**Clock routing**

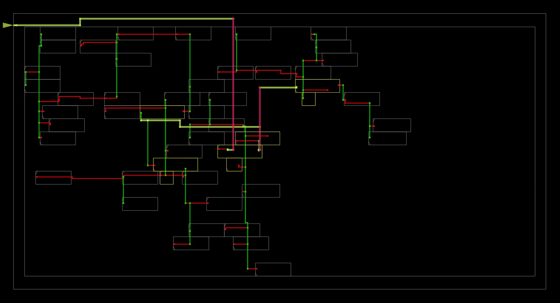
**M1 wires**

Supply wires on this layer in grey.
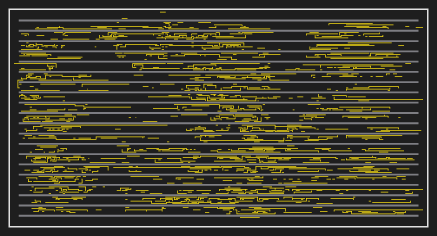
**Metal layers overlaid**

Only two layers are drawn.
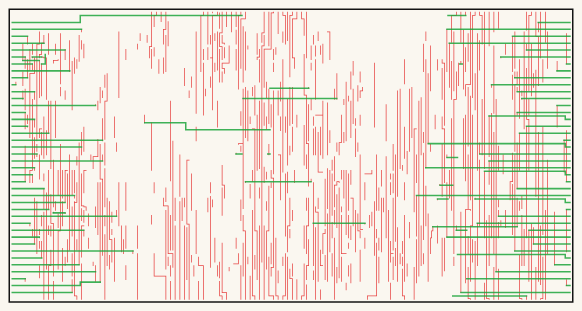
**Metal 4**

Supply wires on this layer in grey.
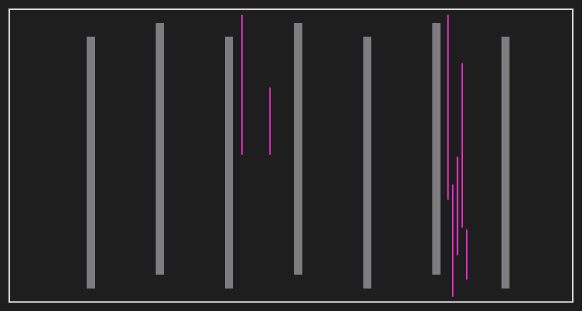
**Close-up of the layout**

The bar under the picture is 10 um long. Region (40, 14) to (70, 44) um. Cells in grey, sequential cells in the stronger grey; small squares are vias.
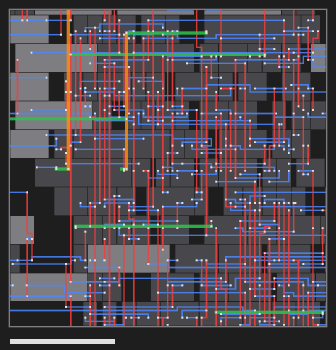
**src/rtl/pipeline_ctrl_pkg.sv**
```systemverilog
// pipeline_ctrl_pkg: sequencer state encodings, exception causes and default trap vector.
package pipeline_ctrl_pkg;
  typedef enum logic [1:0] {RUN, MULDIV, DRAIN, VECTOR} state_e;
  localparam logic [1:0] EXC_NONE = 2'b00;
  localparam logic [1:0] EXC_TRAP = 2'b01;
  localparam logic [1:0] EXC_ILLEGAL = 2'b10;
  localparam logic [31:0] TRAP_VECTOR_DEF = 32'h0000_0080;
endpackage

```
**src/rtl/pipeline_hazard_unit.sv**
```systemverilog
// pipeline_hazard_unit: load-use and free-list-empty hazard detection for the ID instruction.
module pipeline_hazard_unit #(
  parameter int REG_ADDR_WIDTH = 5
) (
  input  logic                      dec_valid,
  input  logic                      dec_rs_used,
  input  logic                      dec_rt_used,
  input  logic [REG_ADDR_WIDTH-1:0] dec_rs_addr,
  input  logic [REG_ADDR_WIDTH-1:0] dec_rt_addr,
  input  logic                      dec_needs_preg,
  input  logic                      free_list_empty,
  input  logic                      ex_load,
  input  logic                      ex_wb_reg,
  input  logic [REG_ADDR_WIDTH-1:0] ex_write_addr,
  output logic                      hazard
);
  logic load_use;
  always_comb begin
    load_use = ex_load & ex_wb_reg & (ex_write_addr != '0) &
               ((dec_rs_used & (dec_rs_addr == ex_write_addr)) |
                (dec_rt_used & (dec_rt_addr == ex_write_addr)));
    hazard = dec_valid & (load_use | (dec_needs_preg & free_list_empty));
  end
endmodule

```
**src/rtl/pipeline_ctrl.sv**
```systemverilog
// pipeline_ctrl: stall/flush/redirect sequencer with mul/div hold and trap drain/vector entry.
module pipeline_ctrl
  import pipeline_ctrl_pkg::*;
#(
  parameter int ADDR_WIDTH = 32,
  parameter int REG_ADDR_WIDTH = 5,
  parameter int MULDIV_CYCLES = 32,
  parameter int CNT_WIDTH = 6,
  parameter logic [ADDR_WIDTH-1:0] TRAP_VECTOR = ADDR_WIDTH'(TRAP_VECTOR_DEF)
) (
  input  logic                      clk,
  input  logic                      rst,
  input  logic                      dec_valid,
  input  logic                      dec_rs_used,
  input  logic                      dec_rt_used,
  input  logic [REG_ADDR_WIDTH-1:0] dec_rs_addr,
  input  logic [REG_ADDR_WIDTH-1:0] dec_rt_addr,
  input  logic                      dec_needs_preg,
  input  logic                      free_list_empty,
  input  logic                      ex_load,
  input  logic                      ex_wb_reg,
  input  logic [REG_ADDR_WIDTH-1:0] ex_write_addr,
  input  logic                      ex_muldiv_start,
  input  logic                      ex_branch_taken,
  input  logic [ADDR_WIDTH-1:0]     ex_branch_target,
  input  logic                      ex_trap,
  input  logic                      ex_illegal,
  input  logic [ADDR_WIDTH-1:0]     ex_pc,
  input  logic                      mem_busy,
  input  logic                      active_list_empty,
  output logic                      stall_fetch,
  output logic                      stall_f2d,
  output logic                      stall_d2e,
  output logic                      stall_e2m,
  output logic                      flush_f2d,
  output logic                      flush_d2e,
  output logic                      flush_e2m,
  output logic                      redirect_valid,
  output logic [ADDR_WIDTH-1:0]     redirect_pc,
  output logic [ADDR_WIDTH-1:0]     epc,
  output logic [1:0]                exc_cause,
  output logic                      muldiv_busy
);
  localparam logic [CNT_WIDTH-1:0] CNT_ONE = CNT_WIDTH'(1);
  localparam logic [CNT_WIDTH-1:0] CNT_LOAD = CNT_WIDTH'(MULDIV_CYCLES - 1);
  state_e state_q, state_d;
  logic [CNT_WIDTH-1:0] cnt_q, cnt_d;
  logic [ADDR_WIDTH-1:0] epc_q, epc_d;
  logic [1:0] cause_q, cause_d;
  logic hazard;
  pipeline_hazard_unit #(.REG_ADDR_WIDTH(REG_ADDR_WIDTH)) u_hazard (
    .dec_valid(dec_valid),
    .dec_rs_used(dec_rs_used),
    .dec_rt_used(dec_rt_used),
    .dec_rs_addr(dec_rs_addr),
    .dec_rt_addr(dec_rt_addr),
    .dec_needs_preg(dec_needs_preg),
    .free_list_empty(free_list_empty),
    .ex_load(ex_load),
    .ex_wb_reg(ex_wb_reg),
    .ex_write_addr(ex_write_addr),
    .hazard(hazard)
  );
  // The RUN cycle that sees the start counts as the first stalled cycle, so MULDIV
  // leaves on the edge where the counter reaches zero: MULDIV_CYCLES stalls total.
  always_comb begin
    state_d = state_q;
    cnt_d = cnt_q;
    epc_d = epc_q;
    cause_d = cause_q;
    stall_fetch = 1'b0;
    stall_f2d = 1'b0;
    stall_d2e = 1'b0;
    stall_e2m = 1'b0;
    flush_f2d = 1'b0;
    flush_d2e = 1'b0;
    flush_e2m = 1'b0;
    redirect_valid = 1'b0;
    redirect_pc = '0;
    if (!rst) begin
      case (state_q)
        RUN: begin
          if (mem_busy) begin
            stall_fetch = 1'b1;
            stall_f2d = 1'b1;
            stall_d2e = 1'b1;
            stall_e2m = 1'b1;
          end else if (ex_trap | ex_illegal) begin
            flush_f2d = 1'b1;
            flush_d2e = 1'b1;
            flush_e2m = 1'b1;
            epc_d = ex_pc;
            cause_d = ex_illegal ? EXC_ILLEGAL : EXC_TRAP;
            state_d = DRAIN;
          end else if (ex_branch_taken) begin
            flush_f2d = 1'b1;
            flush_d2e = 1'b1;
            redirect_valid = 1'b1;
            redirect_pc = ex_branch_target;
          end else if (ex_muldiv_start) begin
            stall_fetch = 1'b1;
            stall_f2d = 1'b1;
            stall_d2e = 1'b1;
            flush_e2m = 1'b1;
            cnt_d = CNT_LOAD;
            state_d = MULDIV;
          end else if (hazard) begin
            stall_fetch = 1'b1;
            stall_f2d = 1'b1;
            flush_d2e = 1'b1;
          end
        end
        MULDIV: begin
          if (cnt_q != '0) begin
            stall_fetch = 1'b1;
            stall_f2d = 1'b1;
            stall_d2e = 1'b1;
            stall_e2m = mem_busy;
            flush_e2m = !mem_busy;
            cnt_d = cnt_q - CNT_ONE;
            state_d = (cnt_q == CNT_ONE) ? RUN : MULDIV;
          end else begin
            state_d = RUN;
          end
        end
        DRAIN: begin
          stall_fetch = 1'b1;
          flush_f2d = 1'b1;
          flush_d2e = 1'b1;
          stall_e2m = mem_busy;
          state_d = (active_list_empty & !mem_busy) ? VECTOR : DRAIN;
        end
        VECTOR: begin
          redirect_valid = 1'b1;
          redirect_pc = TRAP_VECTOR;
          flush_f2d = 1'b1;
          state_d = RUN;
        end
      endcase
    end
  end
  always_ff @(posedge clk) begin
    if (rst) begin
      state_q <= RUN;
      cnt_q <= '0;
      epc_q <= '0;
      cause_q <= EXC_NONE;
    end else begin
      state_q <= state_d;
      cnt_q <= cnt_d;
      epc_q <= epc_d;
      cause_q <= cause_d;
    end
  end
  always_comb begin
    epc = epc_q;
    exc_cause = cause_q;
    muldiv_busy = (state_q == MULDIV);
  end
endmodule
```
**config.mk**
```make
export PLATFORM = sky130hd
export DESIGN_NAME = pipeline_ctrl
export DESIGN_NICKNAME = d
export VERILOG_FILES = /design/src/rtl/pipeline_ctrl_pkg.sv /design/src/rtl/pipeline_hazard_unit.sv /design/src/rtl/pipeline_ctrl.sv
export SDC_FILE = /design/constraint.sdc
export NUM_CORES = 1
export LEC_CHECK = 0
export ABC_AREA = 1
export CAP_MARGIN = 0
export CORE_ASPECT_RATIO = 0.5
export CORE_MARGIN = 2
export CORE_UTILIZATION = 45
export DETAILED_ROUTE_END_ITERATION = 7
export DONT_BUFFER_PORTS = 1
export PLACE_DENSITY = 0.63
export SLEW_MARGIN = 20
export SYNTH_ARGS = -nofsm -noshare
export SYNTH_HDL_FRONTEND = slang
export SYNTH_HIERARCHICAL = 1
export SYNTH_SLANG_ARGS = --single-unit
```
**constraint.sdc**
```tcl
create_clock -name clk -period 2.05 [get_ports clk]
set_clock_uncertainty 0.1 [all_clocks]
set_input_delay 0.5125 -clock clk [delete_from_list [all_inputs] [get_ports clk]]
set_output_delay 0.5125 -clock clk [all_outputs]
set_load 0.02 [all_outputs]
```
==> flow_metrics.py <==
# Physical implementation metrics
metrics = {
    "floorplanning": {
        "tap_cells": 73,
        "fp.dieW_um": 110,
        "num_rows": 19,
        "io-pin-count": 169,
        "core-area_mm2": 0.00547,
        "die_area_mm2": 0.00631,
    },
    "worst_hold_path": {
        "hold_class": "in2reg",
        "holdPathStages": 1,
        "min_to": "state_q[0]",
        "hp-start": "rst",
    },
    "yosys": {
        "ys_area_mm2": 0.00254,
        "ys_sh_adder_pct": 3.44,
        "ys_async_sr_fraction_pct": 0,
        "synth_xor_xnor_area_share_pct": 0,
        "yosys_cells": 378,
        "syn_inst": 378,
        "synth.mux.area_fraction_pct": 0,
        "seq_area_frac_synth_pct": 33.0,
        "floorplan.nets": 479,
        "synth_warnings": 6,
        "netlist-cell-type-count": 30,
        "logic_family": "simple AND/OR/NAND/NOR gates",
        "ys.flop_type": "dfxtp_1",
    },
    "global_route": {
        "grt_pass1_wl_mm": 12.0,
        "grt_max_degree": 36,
        "use_met3_pct": 9.37,
        "use_met2_pct": 41.2,
        "grt_busiest_layer": "met2",
        "antenna_found_initial": 0,
    },
    "layout": {
        "final_common_cell": "nor2_1",
        "drive_gt1_share_pct": 44.0,
        "comb_cells": 278,
        "nets": 532,
        "sh_comb_area_pct": 49.1,
        "final_cells": 505,
        "largest_reg_flops": 32,
        "buf_share_pct": 18.4,
        "n_fill_cell": 396,
        "final_util_pct": 73.1,
        "regArea_um2": 846,
        "final_cell_mix": "nor2_1 (76), nand2_1 (41), dfxtp_1 (38), o21ai_0 (34), buf_4 (30)",
        "synthToLayoutAreaGrowth_pct": 57.0,
        "design.seq.count": 42,
        "diodes": 0,
    },
    "setup_path": {
        "rr_endpoint": "cnt_q[5]",
        "worstPathCellList": "inv_2 -> ha_4 -> or2_4 -> buf_16 -> nor3b_2 -> buf_4",
        "r2r-start": "state_q[0]",
        "r2r_setup_slack_ps": 220,
        "crit_path_end_kind": "output pin",
        "cp_num_cells": 6,
        "path_delay_family": "simple AND/OR/NAND/NOR gates",
        "worstPathMaxFanout": 7,
        "crit_start": "state_q[0]",
    },
    "place": {
        "post-place-ws_ps": -236,
        "hpwl_mm": 5.32,
        "gp_congestion": 0.849,
        "numPlacedInstances": 487,
    },
    "power": {
        "switchingPower_mw": 1.54,
        "pg_comb_mw": 1.72,
        "p_clk_mw": 0.768,
        "clkPwrFrac_pct": 20.7,
        "p_seq_mw": 1.23,
        "power_mw": 3.72,
        "p_comb_share_pct": 46.1,
        "ir_drop_mv": 0.648,
        "maxPowerGroup": "combinational logic",
        "pwr-share-seq_pct": 33.2,
        "netSwitchingFraction_pct": 41.4,
    },
    "clocking": {
        "clk_path_buf_depth": 2,
        "root_buffer": "clkbuf_16",
        "cts-resized-gates": 52,
        "htreeDepth": 2,
        "clk_latency_ps": 280,
        "cts_tree": "done",
        "holdBufCountCts": 0,
    },
    "sta": {
        "finalClockPeriodUsage_pct": 116,
        "fin_ws_ps": -325,
        "finalSetupViolCount": 37,
        "hold_ws_ps": 194,
        "final.setup.tns_ps": -9200,
        "maxSlewViolCount": 0,
        "fmax_ghz": 0.421,
        "post-route-min-period_ps": 2380,
        "finalHoldViolations": 0,
    },
    "route": {
        "met1Wirelength_mm": 3.16,
        "final_antenna_net_count": 0,
        "routed-wl-met3_mm": 1.03,
        "viasPerCell": 5.31,
        "highest_layer": "met4",
        "drc": 0,
        "drtIter0Drc": 89,
        "met2_length_mm": 4.19,
    },
    "outcome": {
        "status": "finished, violations left",
        "violations": "negative setup slack",
    },
    "job": {
        "warning_count": 34,
    },
}
Notes on 'clock routing' above:
TritonCTS Buffers: 5
clock sinks: 42
clock buffer count: 5

Notes on 'M1 wires' above:
longest straight run	34.5 um
share of all routed wire	37%
M1 GR Usage: 27.9%
Detailed Route WL: 8.54 mm
DR vias: 2680

Notes on 'metal layers overlaid' above:
layer	colour	wire length
M3	green	1030 um
M2	red	4190 um
Total GRT Usage: 23.8%
DR WL/cell: 16.9 um

Notes on 'metal 4' above:
share of all routed wire	1.8%
main direction	vertical
longest straight run	36.0 um
nets with wire on the layer	7
wire length on this layer	158 um

Notes on 'close-up of the layout' above:
layer	colour
M4	orange
M2	red
M1	blue
M3	green
sequential cells in the window	7
most frequent	nand2_1 (16), nand3_1 (14), buf_4 (10)
cells with their middle in the window	96
netlist names of flops here include	`cnt_q` (4), `epc` (2)

Power figures rest on the tool's default switching activity, not on a simulated workload.
